--- config.mk ---
export PLATFORM = sky130hd
export DESIGN_NAME = uart_word_tx_flat
export DESIGN_NICKNAME = d
export VERILOG_FILES = /design/src/rtl/uart_word_tx_if.sv /design/src/rtl/uart_word_tx.sv /design/src/flat_wrapper.sv
export SDC_FILE = /design/constraint.sdc
export NUM_CORES = 1
export LEC_CHECK = 0
export ABC_CLOCK_PERIOD_IN_PS = 2500
export CAP_MARGIN = 0
export CORE_MARGIN = 3
export CORE_UTILIZATION = 52
export CTS_CLUSTER_DIAMETER = 150
export DETAILED_ROUTE_END_ITERATION = 12
export PLACE_DENSITY = 0.91
export SLEW_MARGIN = 20
export SYNTH_ARGS = -nofsm -noshare
export SYNTH_HDL_FRONTEND = slang
export SYNTH_SLANG_ARGS = --single-unit
--- constraint.sdc ---
create_clock -name clk -period 2.5 [get_ports clk]
set_clock_uncertainty 0.05 [all_clocks]
set_input_delay 0.5 -clock clk [delete_from_list [all_inputs] [get_ports clk]]
set_output_delay 0.5 -clock clk [all_outputs]
set_load 0.005 [all_outputs]
--- src/rtl/uart_word_tx_if.sv ---
// Request/status bundle between the interconnect UART write path and uart_word_tx.
// master = interconnect side (drives the request), slave = transmitter side.
interface uart_word_tx_if #(
  parameter int CNT_W = 16
);
  logic             i_Tx_DV;
  logic [31:0]      i_tx_word;
  logic [3:0]       i_wstrb;
  logic             o_Tx_Active;
  logic             o_Tx_Done;
  logic             o_Tx_Serial;
  logic [CNT_W-1:0] o_bytes_sent;

  modport master (
    output i_Tx_DV, i_tx_word, i_wstrb,
    input  o_Tx_Active, o_Tx_Done, o_Tx_Serial, o_bytes_sent
  );

  modport slave (
    input  i_Tx_DV, i_tx_word, i_wstrb,
    output o_Tx_Active, o_Tx_Done, o_Tx_Serial, o_bytes_sent
  );
endinterface

--- src/rtl/uart_word_tx.sv ---
// Word-wide UART transmitter: each strobed byte lane goes out as one frame, lowest lane first.
// Define UART_TX_PARITY_EN for 8E1 framing (even parity bit); default build is 8N1.
module uart_word_tx #(
  parameter int CLKS_PER_BIT = 87,
  parameter int CNT_W        = 16
) (
  input  logic         clk,
  input  logic         rst,
  uart_word_tx_if.slave tx
);

  localparam int TW = (CLKS_PER_BIT > 2) ? $clog2(CLKS_PER_BIT) : 1;
  localparam logic [TW-1:0] TMAX = TW'(CLKS_PER_BIT - 1);

  typedef enum logic [2:0] {
    IDLE,
    START,
    DATA,
`ifdef UART_TX_PARITY_EN
    PARITY,
`endif
    STOP,
    DONE
  } state_t;

  state_t           state;
  state_t           next_state;

  logic [TW-1:0]    bit_timer;
  logic [2:0]       bit_idx;
  logic [1:0]       lane;
  logic [31:0]      shadow_word;
  logic [3:0]       shadow_strb;
  logic [3:0]       strb_left;
  logic [7:0]       cur_byte;
  logic [CNT_W-1:0] bytes_sent;
  logic             bit_end;

  logic             serial_d;
  logic             active_d;
  logic             done_d;
  logic             serial_q;
  logic             active_q;
  logic             done_q;

  function automatic logic [1:0] low_lane(input logic [3:0] s);
    logic [1:0] l;
    if (s[0])      l = 2'd0;
    else if (s[1]) l = 2'd1;
    else if (s[2]) l = 2'd2;
    else           l = 2'd3;
    return l;
  endfunction

  assign bit_end   = (bit_timer == TMAX);
  assign cur_byte  = shadow_word[{lane, 3'b000} +: 8];
  assign strb_left = shadow_strb & ~(4'b0001 << lane);

  always_ff @(posedge clk) begin
    if (rst) state <= IDLE;
    else     state <= next_state;
  end

  always_comb begin
    next_state = state;
    serial_d   = 1'b1;
    active_d   = 1'b0;
    done_d     = 1'b0;
    case (state)
      IDLE: begin
        if (tx.i_Tx_DV) next_state = (tx.i_wstrb != 4'd0) ? START : DONE;
      end
      START: begin
        serial_d = 1'b0;
        active_d = 1'b1;
        if (bit_end) next_state = DATA;
      end
      DATA: begin
        serial_d = cur_byte[bit_idx];
        active_d = 1'b1;
`ifdef UART_TX_PARITY_EN
        if (bit_end && bit_idx == 3'd7) next_state = PARITY;
`else
        if (bit_end && bit_idx == 3'd7) next_state = STOP;
`endif
      end
`ifdef UART_TX_PARITY_EN
      PARITY: begin
        serial_d = ^cur_byte;
        active_d = 1'b1;
        if (bit_end) next_state = STOP;
      end
`endif
      STOP: begin
        active_d = 1'b1;
        // Next lane starts straight out of STOP so frames are back-to-back.
        if (bit_end) next_state = (strb_left != 4'd0) ? START : DONE;
      end
      DONE: begin
        done_d     = 1'b1;
        next_state = IDLE;
      end
      default: next_state = IDLE;
    endcase
  end

  always_ff @(posedge clk) begin
    if (rst) begin
      bit_timer   <= '0;
      bit_idx     <= '0;
      lane        <= '0;
      shadow_word <= '0;
      shadow_strb <= '0;
      bytes_sent  <= '0;
      serial_q    <= 1'b1;
      active_q    <= 1'b0;
      done_q      <= 1'b0;
    end else begin
      serial_q <= serial_d;
      active_q <= active_d;
      done_q   <= done_d;

      if (state == IDLE || state == DONE || bit_end) bit_timer <= '0;
      else                                           bit_timer <= bit_timer + 1'b1;

      if (state != DATA)  bit_idx <= '0;
      else if (bit_end)   bit_idx <= bit_idx + 3'd1;

      if (state == IDLE && tx.i_Tx_DV) begin
        shadow_word <= tx.i_tx_word;
        shadow_strb <= tx.i_wstrb;
        lane        <= low_lane(tx.i_wstrb);
      end

      if (state == STOP && bit_end) begin
        shadow_strb <= strb_left;
        lane        <= low_lane(strb_left);
        if (bytes_sent != {CNT_W{1'b1}}) bytes_sent <= bytes_sent + 1'b1;
      end
    end
  end

  assign tx.o_Tx_Serial  = serial_q;
  assign tx.o_Tx_Active  = active_q;
  assign tx.o_Tx_Done    = done_q;
  assign tx.o_bytes_sent = bytes_sent;

endmodule

--- src/flat_wrapper.sv ---
// flat-port wrapper written by rule: the top's interface ports become plain ports
module uart_word_tx_flat 
#(
  parameter int CLKS_PER_BIT = 87,
  parameter int CNT_W        = 16
)
  (clk, rst, tx_i_Tx_DV, tx_i_tx_word, tx_i_wstrb, tx_o_Tx_Active, tx_o_Tx_Done, tx_o_Tx_Serial, tx_o_bytes_sent);
  uart_word_tx_if #(.CNT_W(CNT_W)) tx_i ();
  input  logic clk;
  input  logic rst;
  input wire logic [$bits(tx_i.i_Tx_DV)-1:0] tx_i_Tx_DV;
  input wire logic [$bits(tx_i.i_tx_word)-1:0] tx_i_tx_word;
  input wire logic [$bits(tx_i.i_wstrb)-1:0] tx_i_wstrb;
  output wire logic [$bits(tx_i.o_Tx_Active)-1:0] tx_o_Tx_Active;
  output wire logic [$bits(tx_i.o_Tx_Done)-1:0] tx_o_Tx_Done;
  output wire logic [$bits(tx_i.o_Tx_Serial)-1:0] tx_o_Tx_Serial;
  output wire logic [$bits(tx_i.o_bytes_sent)-1:0] tx_o_bytes_sent;
  assign tx_i.i_Tx_DV = tx_i_Tx_DV;
  assign tx_i.i_tx_word = tx_i_tx_word;
  assign tx_i.i_wstrb = tx_i_wstrb;
  assign tx_o_Tx_Active = tx_i.o_Tx_Active;
  assign tx_o_Tx_Done = tx_i.o_Tx_Done;
  assign tx_o_Tx_Serial = tx_i.o_Tx_Serial;
  assign tx_o_bytes_sent = tx_i.o_bytes_sent;
  uart_word_tx #(.CLKS_PER_BIT(CLKS_PER_BIT), .CNT_W(CNT_W)) u_core (.clk(clk), .rst(rst), .tx(tx_i));
endmodule
==> run summary, run 1 <==
CTS Hold Bufs = 0
vias per inst = 5.84
largest net degree at the start of global routing = 41
Hold Crit Endpoint = u_core.shadow_word[21]
R2R Setup Slk = 0.12 ns
clock-pin slew on the worst setup and hold paths = 0.07 ns
CLK BUF = 10
number of tapcells = 75
Yosys Instances = 389
Buffers on Ports = 57
Crit Path Category = register to register
DP Area = 0.00387 mm2
min-delay worst type = register to register
GP Congestion = 0.859
fp_density = 54.6%
asr flop ratio synth = 0%
H-Tree Depth = 3
CP max stage cell = or4_1
area share, top type = 42.8%
Layout area overhead = 24.2%
cell-by-cell trace of the critical path = ha_1 > nand2_1 > or4_1 > o21ai_4 > nor4_1 > mux2_1
Hold Vio Cnt, Final = 0
Leakage = 1.46 nW
1st-iter DRT viols = 314
CP Data Required Time = 2.69 ns
WP buf/inv = 0
synthesized area per cell = 8.41 um2
tool warnings = 27
ANT nets after route = 0
Seq. cell area = 0.00140 mm2
critical path startpoint = u_core.tx.o_bytes_sent[0]
CP arrival = 2.57 ns
worst-path maximum fanout = 9
Final HPWL DP = 5620 um
Tmin final = 2.38 ns
outcome = finished, final reports clean
die height = 85.3 um
sequential share of the synthesized area = 42.8%
Post-synth regs = 70
FILL cells = 450
crit path launch type = register
Tot Pwr = 2.33 mW
CP Depth = 6
Synth Instances = 389
Inverters excl. clock = 3
Top delay family on crit path = simple AND/OR/NAND/NOR gates
pre-CTS setup slack = 0.161 ns
Hold Path Origin = u_core.shadow_word[21]
setup ws final = 0.122 ns
most common logic cells in the final layout = nand2_1 (81), dfxtp_1 (70), clkdlybuf4s50_1 (56)
Comb area share = 43.2%
Final Max Tran Viols = 0
CTS Buf Count = 9
Pre-Repair DR Iteration Count = 5
crit end category = register
vias in the first global route = 2801
max reg flops = 32
NonClk Buf Share = 15.0%
Post-synth EDFFs = 0
Slew @ Worst Pin = 0.724 ns
final setup fails = 0
mapped cell area = 0.00327 mm2
## run 1: synth_stat cells (all sizes together) (2+ instances only)
library cell / instances
o2bb2ai: 2
nand2: 81
nor3: 6
clkbuf: 18
nand4bb: 2
dfxtp: 70
xnor2: 2
mux4: 8
xor2: 13
mux2i: 5
buf: 7
and2: 4
or4: 2
o2111ai: 3
nand2b: 3
a21oi: 47
and3: 2
o21ai: 12
a31oi: 3
nor4: 6
mux2: 4
or3: 2
nor2b: 7
nor2: 39
inv: 3
a311oi: 2
nand4: 2
o211ai: 4
and4: 2
ha: 5
nand3: 12
## run 1: per-layer routing
layer	vias to the layer above	track usage [%]	wire, um	part of all wire (%)
met5	-	0	0	0
met4	0	11.1	284	3.5
met3	26	4.27	439	5.5
met2	125	35.9	3960	49
met1	1418	29.6	3350	42
li1	1457	-	-	-
## run 1: logic make-up (layout without fill, tap and decap cells)
group	count (synthesis)	count (layout)	synth area share, %
compound gates	80	80	14.6
fa+ha+maj	5	5	1.91
flops	70	70	42.8
buf+inv	28	82	3.48
mux	17	17	8.41
xor+xnor	15	15	4.01
simple gates	174	174	24.8
## run 1: power breakdown
part / switching (mW) / internal (mW) / total (mW)
registers: 0.0352 / 1.16 / 1.19
logic: 0.117 / 0.125 / 0.242
clock network: 0.435 / 0.457 / 0.892
total: 0.587 / 1.74 / 2.33
## run 1: how the worst max path moves through the flow
| stage | to | slack, ns |
|---|---|---|
| 6_report | u_core.tx.o_bytes_sent[10] | 0.12 |
| 5_1_grt | u_core.tx.o_bytes_sent[10] | 0.02 |
| 4_1_cts | u_core.tx.o_bytes_sent[10] | 0.15 |
| 3_5_place_dp | u_core.tx.o_bytes_sent[10] | 0.16 |
| 3_3_place_gp | u_core.tx.o_bytes_sent[10] | 0.26 |
| 2_1_floorplan | u_core.tx.o_bytes_sent[10] | 0.40 |
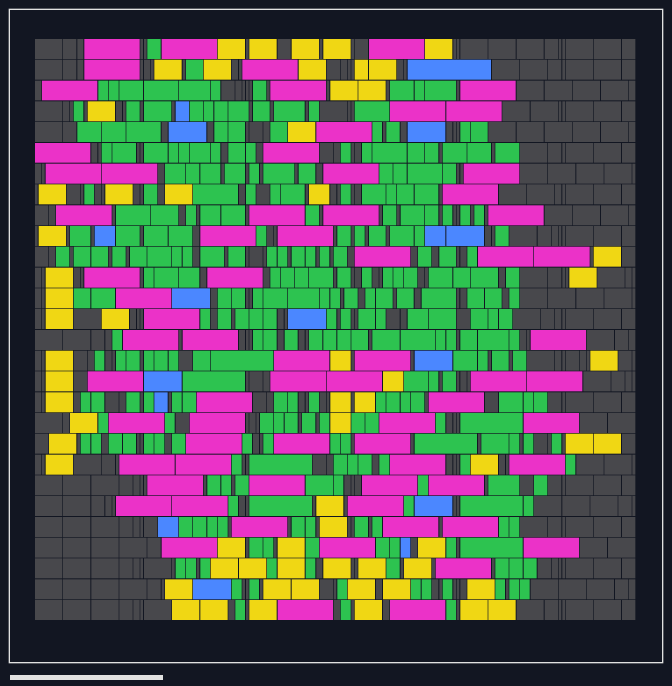
Figure 1: run 1, cells colored by class.
Scale bar: 20 um. Fill, decap, tap and diode cells in gray.
| color | class | cells |
|---|---|---|
| yellow | other buffers and delay cells | 63 |
| blue | clock drivers and dummy loads | 16 |
| magenta | flops | 70 |
| green | all other logic | 294 |
Site Rows: 28
core region area: 0.00599 mm2
Post-Route Utilization: 67.9%

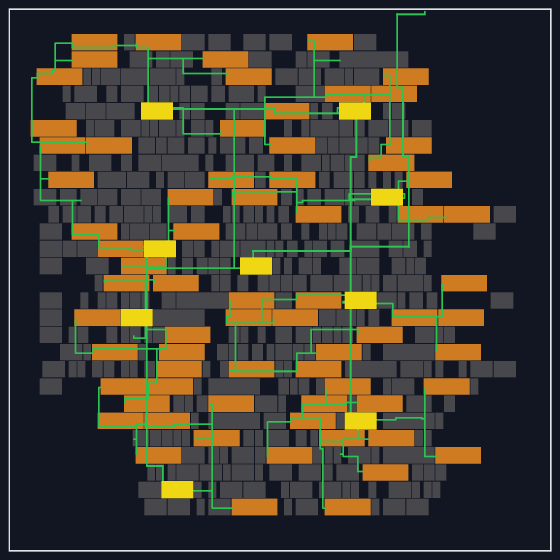
Figure 2: run 1, routed clock nets over the placement.
[green] clock wires | length: 834 um
[yellow] cells driving clock nets | count: 9
[orange] flip-flops | count: 70
routed clock nets: 10
clk_lat worst skew: 0.36 ns
Clock Power Share: 38.3%

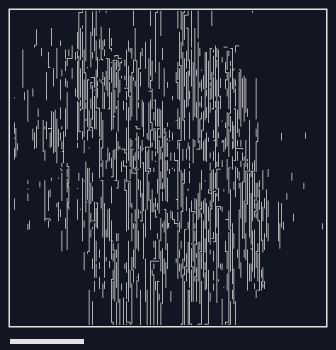
Figure 3: run 1, the metal 2 layer.
Scale bar: 20 um.
wire length on this layer: 3960 um
nets with wire on the layer: 403
share of all routed wire: 49%
main direction: vertical
DR vias: 3026
routing usage on met2: 35.9%
Routed WL: 8040 um

## Run 2: what changed since run 1
--- a/config.mk
+++ b/config.mk
@@ -8,10 +8,11 @@
 export ABC_CLOCK_PERIOD_IN_PS = 2500
 export CAP_MARGIN = 0
 export CORE_MARGIN = 3
-export CORE_UTILIZATION = 52
+export CORE_UTILIZATION = 55
 export CTS_CLUSTER_DIAMETER = 150
 export DETAILED_ROUTE_END_ITERATION = 12
-export PLACE_DENSITY = 0.91
+export DONT_BUFFER_PORTS = 1
+export PLACE_DENSITY = 0.82
 export SLEW_MARGIN = 20
 export SYNTH_ARGS = -nofsm -noshare
 export SYNTH_HDL_FRONTEND = slang
==> run 2 against run 1 <==
  * Routed wire length shrank 11%
  * Sequential cell count is the same
  * Count of clock-buffer cells in the layout is the same
  * Setup slack gained 0.13 ns
  * Non-clock buffer count shrank 56
==> run summary, run 2 <==
sequential share of power = 48.4%
NetSw = 548 uW
crit end category = register
CP Data Required Time = 2.68 ns
Tmin final = 2.25 ns
Crit Path Category = register to register
Slew @ Worst Pin = 0.677 ns
1st-iter DRT viols = 221
setup ws final = 0.249 ns
asr flop ratio synth = 0%
pre-CTS setup slack = 0.301 ns
Hold Path Origin = rst
MUX area fraction = 8.41%
largest net degree at the start of global routing = 65
final setup fails = 0
cell-by-cell trace of the critical path = nand4_2 > or4_1 > o21ai_4 > nor4_1 > mux2_1
max reg flops = 32
combinational power share = 6.3%
critical path startpoint = u_core.tx.o_bytes_sent[3]
vias in the first global route = 2527
CP arrival = 2.43 ns
worst-path maximum fanout = 9
Hold Crit Endpoint = u_core.tx.o_bytes_sent[0]
CTS Buf Count = 9
mapped cell area = 0.00327 mm2
Post-Route Utilization = 63.1%
Sw Ratio = 22.2%
Buffers on Ports = 0
H-Tree Depth = 3
DP Area = 0.00331 mm2
crit path launch type = register
synthesized area per cell = 8.41 um2
Leakage = 1.29 nW
most common logic cells in the final layout = nand2_1 (81), dfxtp_1 (70), a21oi_1 (47)
R2R Setup Slk = 0.25 ns
area share, top type = 42.8%
sequential share of the synthesized area = 42.8%
tool warnings = 27
Layout area overhead = 8.75%
Final HPWL DP = 5020 um
Site Rows = 27
Routed WL = 7150 um
Power Internal = 1.92 mW
DR vias = 2680
CP max stage cell = or4_1
fp_density = 58.0%
core region area = 0.00564 mm2
xor and xnor fraction of the mapped netlist area = 4.01%
Tot Pwr = 2.47 mW
ANT nets after route = 0
Main logic family = simple AND/OR/NAND/NOR gates
outcome = finished, final reports clean
GP Congestion = 0.862
count leader, synth = nand2_1
Final Max Tran Viols = 0
min-delay worst type = primary input to register
Yosys Instances = 389
CTS Hold Bufs = 0
Synth Instances = 389
Clock Power Share = 45.3%
die height = 83.1 um
Post-synth EDFFs = 0
Synth Area in Compound Gates = 14.6%
[run 2: cell families after synthesis]
group / count (synthesis)
and+or+nand+nor: 174
AOI/OAI and AO/OA: 80
DFF: 70
buffers and inverters: 28
muxes: 17
xor gates and xnor gates: 15
adders and majority gates: 5
[run 2: per-layer routing]
metal / vias to the layer above / wire (um) / GRT usage (%)
met5: - / 0 / 0
met4: 0 / 102 / 9.36
met3: 11 / 523 / 5.95
met2: 69 / 3320 / 32.2
met1: 1255 / 3200 / 27.4
li1: 1345 / - / -
[run 2: how the worst max path moves through the flow]
stage	end	slack (ns)
2_1_floorplan	u_core.tx.o_bytes_sent[10]	0.40
3_3_place_gp	u_core.tx.o_bytes_sent[10]	0.36
3_5_place_dp	u_core.tx.o_bytes_sent[10]	0.30
4_1_cts	u_core.tx.o_bytes_sent[10]	0.28
5_1_grt	u_core.tx.o_bytes_sent[14]	0.09
6_report	u_core.tx.o_bytes_sent[10]	0.25
[run 2: worst max-delay path: cells and delay by family, from the launching register on]
family / cells / cell delay (ns)
compound gates: 1 / 0.31
simple gates: 3 / 0.97
mux: 1 / 0.31
flops: 1 / 0.49
[run 2: area by class of cell]
| cell class | instances | area [um2] |
|---|---|---|
| Timing Repair Buffer | 7 | 52.6 |
| Inverter | 3 | 11.3 |
| Multi-Input combinational cell | 291 | 1760 |
| Clock inverter | 6 | 109 |
| Sequential cell | 70 | 1400 |
| Fill cell | 462 | 2080 |
| Tap cell | 72 | 90.1 |
| Clock buffer | 10 | 138 |
[run 2: power by group through the flow]
stage	Combinational, mW	Sequential, mW	Clock, mW
2_1_floorplan	0.149	1.20	0
3_3_place_gp	0.150	1.22	0
3_5_place_dp	0.155	1.22	0
4_1_cts	0.156	1.19	1.12
5_1_grt	0.178	1.20	1.19
6_report	0.156	1.19	1.12
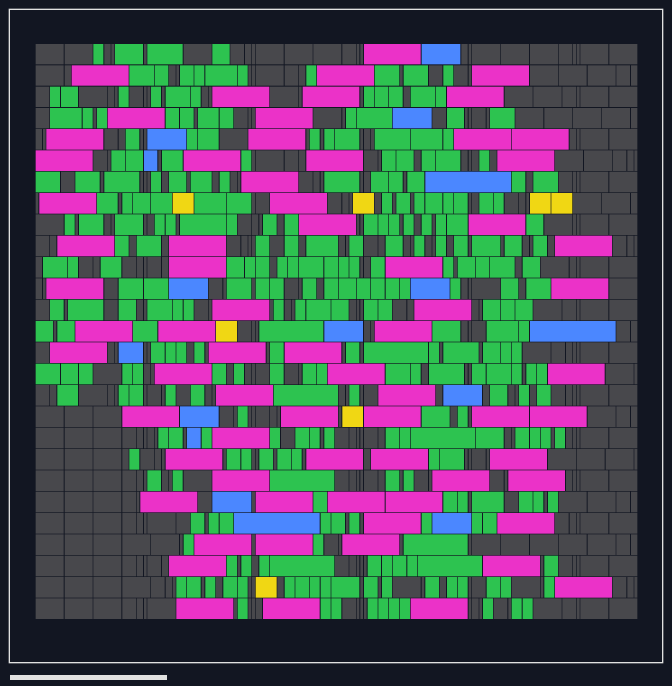
Figure 4: run 2, cells colored by class.
Scale bar: 20 um. Fill, decap, tap and diode cells in gray.
| color | class | cells |
|---|---|---|
| blue | clock drivers and dummy loads | 16 |
| green | all other logic | 294 |
| yellow | other buffers and delay cells | 7 |
| magenta | flops | 70 |

No activity file was given, so power comes from the tool's default toggle rates.
